**config.mk**
```make
export PLATFORM = sky130hd
export DESIGN_NAME = fifo_param
export DESIGN_NICKNAME = d
export VERILOG_FILES = /design/src/rtl/fifo_pkg.sv /design/src/rtl/fifo_mem.sv /design/src/rtl/fifo_param.sv
export SDC_FILE = /design/constraint.sdc
export NUM_CORES = 1
export LEC_CHECK = 0
export CORE_MARGIN = 1.5
export CORE_UTILIZATION = 52
export DETAILED_ROUTE_END_ITERATION = 6
export PLACE_DENSITY = 0.73
export RECOVER_POWER = 50
export SLEW_MARGIN = 0
export SYNTH_ARGS = -nofsm -noshare
export SYNTH_HDL_FRONTEND = slang
export SYNTH_HIERARCHICAL = 1
export SYNTH_SLANG_ARGS = --single-unit
```
**constraint.sdc**
```tcl
create_clock -name ck -period 2.7 [get_ports ck]
set_clock_uncertainty 0.05 [all_clocks]
set_input_delay 0.54 -clock ck [delete_from_list [all_inputs] [get_ports ck]]
set_output_delay 0.54 -clock ck [all_outputs]
set_load 0.01 [all_outputs]
```
**src/rtl/fifo_pkg.sv**
```systemverilog
// fifo_pkg: shared defaults, clog2 helper and elaboration-time parameter checks
// for the fifo_param buffer family.
`ifndef FIFO_PKG_SV
`define FIFO_PKG_SV

// Depth must be a power of two in 2..1024; expands to a generate item.
`define FIFO_CHECK_DEPTH(depth) \
    if (((depth) < 2) || ((depth) > 1024) || ((((depth) & ((depth) - 1))) != 0)) begin : g_bad_depth \
        $error("fifo_param: DEPTH must be a power of two in 2..1024"); \
    end

// Afull threshold in 1..DEPTH, Aempty threshold in 0..DEPTH-1; expands to a generate item.
`define FIFO_CHECK_TH(depth, afull, aempty) \
    if (((afull) < 1) || ((afull) > (depth)) || ((aempty) > ((depth) - 1))) begin : g_bad_th \
        $error("fifo_param: AFULL_TH/AEMPTY_TH out of range"); \
    end

package fifo_pkg;

    localparam int unsigned FIFO_WIDTH_DEF = 8;
    localparam int unsigned FIFO_DEPTH_DEF = 16;

    // Ceiling log2; clog2(1) = 0.
    function automatic int unsigned clog2(input int unsigned value);
        int unsigned result;
        result = 0;
        while ((64'd1 << result) < 64'(value)) begin
            result = result + 1;
        end
        return result;
    endfunction

endpackage

`endif

```
**src/rtl/fifo_mem.sv**
```systemverilog
// fifo_mem: WIDTH x DEPTH register file, synchronous write, asynchronous read.
// Contents are deliberately not reset.
module fifo_mem
    import fifo_pkg::*;
#(
    parameter int unsigned WIDTH = FIFO_WIDTH_DEF,
    parameter int unsigned DEPTH = FIFO_DEPTH_DEF,
    parameter int unsigned AW    = clog2(FIFO_DEPTH_DEF)
) (
    input  logic             clk_i,
    input  logic             we_i,
    input  logic [AW-1:0]    waddr_i,
    input  logic [WIDTH-1:0] wdata_i,
    input  logic [AW-1:0]    raddr_i,
    output logic [WIDTH-1:0] rdata_o
);

    logic [WIDTH-1:0] mem_q [DEPTH];

    // Store the write word on an accepted write.
    always_ff @(posedge clk_i) begin
        if (we_i) begin
            mem_q[waddr_i] <= wdata_i;
        end
    end

    assign rdata_o = mem_q[raddr_i];

endmodule

```
**src/rtl/fifo_param.sv**
```systemverilog
// fifo_param: parametrised single-clock show-ahead FIFO with occupancy count,
// almost-full/almost-empty thresholds and active-low write/read enables.
// Optional sticky Ovf/Udf error flags with ErrClr are built when FIFO_ERR_EN is defined.
module fifo_param
    import fifo_pkg::*;
#(
    parameter int unsigned WIDTH     = FIFO_WIDTH_DEF,
    parameter int unsigned DEPTH     = FIFO_DEPTH_DEF,
    parameter int unsigned AFULL_TH  = 12,
    parameter int unsigned AEMPTY_TH = 4,
    localparam int unsigned AW       = clog2(DEPTH)
) (
    input  logic             ck,
    input  logic             rst,
`ifdef FIFO_ERR_EN
    input  logic             ErrClr,
    output logic             Ovf,
    output logic             Udf,
`endif
    input  logic [WIDTH-1:0] Din,
    input  logic             Wen,
    input  logic             Ren,
    output logic [WIDTH-1:0] Dout,
    output logic             Fempty,
    output logic             Ffull,
    output logic             Aempty,
    output logic             Afull,
    output logic [AW:0]      Count
);

    `FIFO_CHECK_DEPTH(DEPTH)
    `FIFO_CHECK_TH(DEPTH, AFULL_TH, AEMPTY_TH)

    localparam logic [AW:0] PTR_INC    = (AW + 1)'(1);
    localparam logic [AW:0] AFULL_LVL  = (AW + 1)'(AFULL_TH);
    localparam logic [AW:0] AEMPTY_LVL = (AW + 1)'(AEMPTY_TH);

    // Pointers carry an extra wrap bit above the AW address bits.
    logic [AW:0] wptr_q, wptr_d;
    logic [AW:0] rptr_q, rptr_d;
    logic [AW:0] count_q, count_d;
    logic        empty, full, we, rd;

    // Flags and accept strobes, all from registered state.
    always_comb begin
        empty = (wptr_q == rptr_q);
        full  = (wptr_q[AW-1:0] == rptr_q[AW-1:0]) && (wptr_q[AW] != rptr_q[AW]);
        rd    = !Ren && !empty;
        // A pop in the same cycle frees the slot, so a full FIFO still takes the write.
        we    = !Wen && (!full || rd);
    end

    // Next-state pointers and occupancy.
    always_comb begin
        wptr_d  = wptr_q;
        rptr_d  = rptr_q;
        count_d = count_q;
        if (we) begin
            wptr_d = wptr_q + PTR_INC;
        end
        if (rd) begin
            rptr_d = rptr_q + PTR_INC;
        end
        case ({we, rd})
            2'b10:   count_d = count_q + PTR_INC;
            2'b01:   count_d = count_q - PTR_INC;
            default: count_d = count_q;
        endcase
    end

    // Pointer and count registers.
    always_ff @(posedge ck or negedge rst) begin
        if (!rst) begin
            wptr_q  <= '0;
            rptr_q  <= '0;
            count_q <= '0;
        end else begin
            wptr_q  <= wptr_d;
            rptr_q  <= rptr_d;
            count_q <= count_d;
        end
    end

    fifo_mem #(
        .WIDTH (WIDTH),
        .DEPTH (DEPTH),
        .AW    (AW)
    ) u_mem (
        .clk_i   (ck),
        .we_i    (we),
        .waddr_i (wptr_q[AW-1:0]),
        .wdata_i (Din),
        .raddr_i (rptr_q[AW-1:0]),
        .rdata_o (Dout)
    );

    assign Fempty = empty;
    assign Ffull  = full;
    assign Aempty = (count_q <= AEMPTY_LVL);
    assign Afull  = (count_q >= AFULL_LVL);
    assign Count  = count_q;

`ifdef FIFO_ERR_EN
    logic ovf_q, ovf_d;
    logic udf_q, udf_d;

    // Sticky error flags; a new error in the ErrClr cycle wins over the clear.
    always_comb begin
        ovf_d = (ovf_q && !ErrClr) || (!Wen && full && !rd);
        udf_d = (udf_q && !ErrClr) || (!Ren && empty);
    end

    // Error flag registers.
    always_ff @(posedge ck or negedge rst) begin
        if (!rst) begin
            ovf_q <= 1'b0;
            udf_q <= 1'b0;
        end else begin
            ovf_q <= ovf_d;
            udf_q <= udf_d;
        end
    end

    assign Ovf = ovf_q;
    assign Udf = udf_q;
`endif

endmodule

```
Local utilization:
Drawn at 2 px/µm. 11 x 11 tiles, from black (low) to pale yellow (high), 0 to 100% covered.
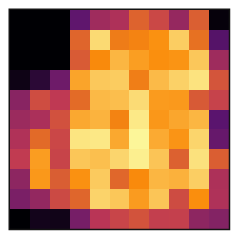
9.1% of the tiles are nearly empty. The fullest tile reaches 98%. The emptiest ninth of the die: top left. The densest ninth of the die: middle.

Clock routing:
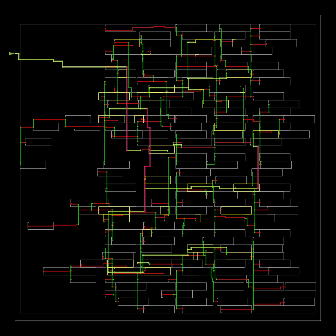
Clock group: 0.00243 W
TritonCTS Buffers: 17
Late-Pin Clk Latency: 0.41 ns
CTS Sinks: 143
Flop Count: 143

Cells colored by class:
Drawn at 3 px/µm. Fill, decap, tap and diode cells in gray.
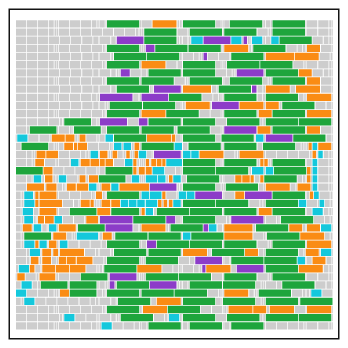
Key: purple = clock drivers and dummy loads [cells 32]; green = flip-flops [cells 143]; orange = all other logic [cells 138]; cyan = other buffers and delay cells [cells 73]
Util after Layout: 66.6%
row cnt: 38
Final Cell Area: 7290 µm²

==> results_dict.tcl <==
# implementation run metrics
set metrics [dict create \
    ios 29 \
    wl_per_cell_um 23.4 \
    synth_nets 309 \
    drcViolationCount 0 \
    cp_top_family "multiplexers" \
    grt_max_degree 36 \
    tightestPinTransition_ns 0.724 \
    worst-setup-path-type "reg -> out" \
    synth_flops 143 \
    run_status "finished, final reports clean" \
    maxPowerGroup "combinational logic" \
    cp_max_fo 6 \
    dominantRegCellSynth "edfxtp_1" \
    met2_usage_pct 34.1 \
    antenna_found_initial 0 \
    slowest_stage "mux4_2" \
    pwr-share-seq_pct 34.8 \
    area_delta_synth_final_pct 23.9 \
    grt.overflow.total 0 \
    period_used_pct 98.4 \
    crit_start "rptr_q[0]$_DFFE_PN0N_" \
    ys_chip_area_um2 5880 \
    report.final.setup_viol 0 \
    slowest_delay_ns 0.50 \
    intPower_w 0.00587 \
    yosys-stat-cells 291 \
    wirelength_um 12300 \
    share_comb_of_total_power_pct 36.7 \
    via_per_inst 5.98 \
    min_path_type "reg -> reg" \
    critPathBufInv 3 \
    ys_sh_xor_pct 2.81 \
    min_path_cells 1 \
    postSynthSeqShare_pct 71.7 \
    aoi_share_pct 3.79 \
    avgSynthCellArea_um2 20.2 \
    coreArea_um2 10900 \
    grt_util_met3_pct 5.63 \
    post-place-ws_ns -0.0367 \
    logic_family "multiplexers" \
    first_global_vias 3189 \
    fin_nets 391 \
    first_pass_iters 5 \
    critPathCapture "Dout[7]" \
    portBuffers 28 \
    cts_buffer_depth 2 \
    worstPathCellList "buf_6 -> buf_8 -> mux4_2 -> a22oi_2 -> nand2_1 -> buf_2" \
    reg2reg_slack_ns 0.11 \
    grt-busiest-layer "met2" \
    reg2reg_from "rptr_q[0]$_DFFE_PN0N_" \
    seq-power_w 0.00295 \
    yosys-top-cells-count "edfxtp_1 (128), mux4_2 (18), a22oi_1 (16), dfrtp_1 (15), nor2_1 (15)" \
    place.gp.congestion 0.752 \
    worst-r2r-cell-count 11 \
    relSlewSlack_pct 51.6 \
    finalWorstSetupSlack_ns 0.0443 \
    fp-utilization_pct 53.8 \
    synthSimpleGateAreaFrac_pct 4.34 \
    warnings 28 \
    hold_path_end "Count[4]$_DFFE_PN0P_" \
    vias 3143 \
    synth.most_common_cell "edfxtp_1" \
    top_area_cell "edfxtp_1" \
    worstPathRequired_ns 2.11 \
    initialDrtViolationCount 399 \
    finalNonFillerCells 526 \
    place_inst 484 \
    r2r-end "Count[4]$_DFFE_PN0P_" \
    holdCritStartpoint "Count[4]$_DFFE_PN0P_" \
    crit_path_end_kind "output pin" \
    cp_num_cells 6 \
    topCellsByArea "edfxtp_1 (65%), mux4_2 (6.9%), dfrtp_1 (6.4%)" \
    htreeDepth 4 \
    p_sw_share_pct 30.9 \
    hpwl_um 7140 \
    hold_viol_final 0 \
]
Zoomed window:
Region (42, 42) to (67, 67) µm. Cells in gray, sequential cells in the stronger gray; small squares are vias.
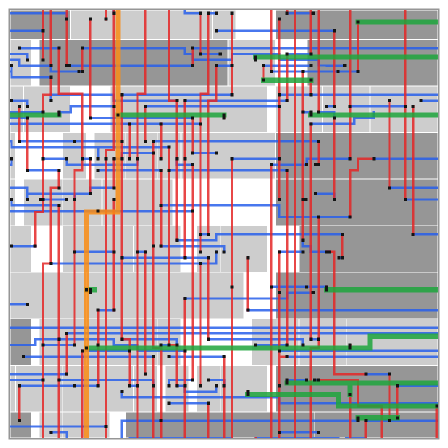
Key: red = met2; green = met3; orange = met4; blue = met1
Netlist names of flops here include `u_mem/mem_q` (10). 46 logic cells have their middle in the window. Most frequent: buf_4 (12), edfxtp_1 (10), nor2_1 (9). Sequential cells in the window: 10.

Routed clock nets over the placement:
Drawn at 4 px/µm.
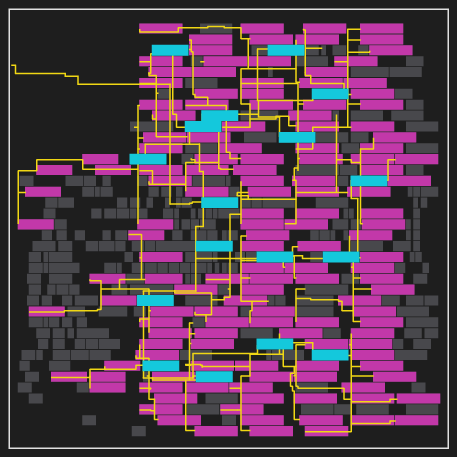
Key: cyan = cells driving clock nets [count 17]; yellow = clock wires [length 1560 µm]; magenta = flip-flops [count 143]
There are 18 routed clock nets.

cell usage in the layout, fill, tap and decap left out, drive strengths merged, types with 8 or more instances in the layout:
cell / synthesis / layout
xnor2: 10 / 10
buf: 7 / 53
nand2: 12 / 12
clkdlybuf4s50: 0 / 9
a22oi: 16 / 16
nor2: 16 / 16
dlygate4sd3: 0 / 9
xor2: 8 / 8
mux4: 32 / 32
clkbuf: 0 / 18
edfxtp: 128 / 128
dfrtp: 15 / 15
timing repair:
item,in CTS,in global routing
pin swaps,16,13
cloned,1,0
resized,67,11
endpoints found under the setup margin,9,9
setup buffers,11,4
hold buffers,0,0
endpoints found under the hold margin,0,0
flip-flops by register name, indices dropped and copies added (netlist names):
register and cells:
rptr_q 5, u_mem/mem_q 128, wptr_q 5, Count 5
through the flow:
| stage | setup TNS (ns) | total power [W] | hold WS, ns | area [µm²] |
|---|---|---|---|---|
| 6_report | 0 | 0.00850 | 0.478 | 7290 |
| 5_1_grt | -0.112 | 0.00885 | 0.535 | 7290 |
| 4_1_cts | -0.0869 | 0.00861 | 0.485 | 7330 |
| 3_5_place_dp | -0.0367 | 0.00587 | 0.476 | 6570 |
| 3_3_place_gp | 0 | 0.00581 | 0.466 | 6570 |
| 2_1_floorplan | 0 | 0.00473 | 0.194 | 5880 |
final cells by class:
class	count	area, µm²	area share [%]
Sequential cell	143	4220	57.9
Clock buffer	18	429	5.89
Clock inverter	14	186	2.56
Tap cell	140	175	2.40
Timing Repair Buffer	73	618	8.48
Multi-Input combinational cell	138	1660	22.7
per-layer routing:
layer	vias to the layer above	share of wire, %
met3	15	7.4
met4	0	1.1
met1	1617	43
met5	-	0
li1	1352	-
met2	159	49
Power and IR drop assume default switching activity.
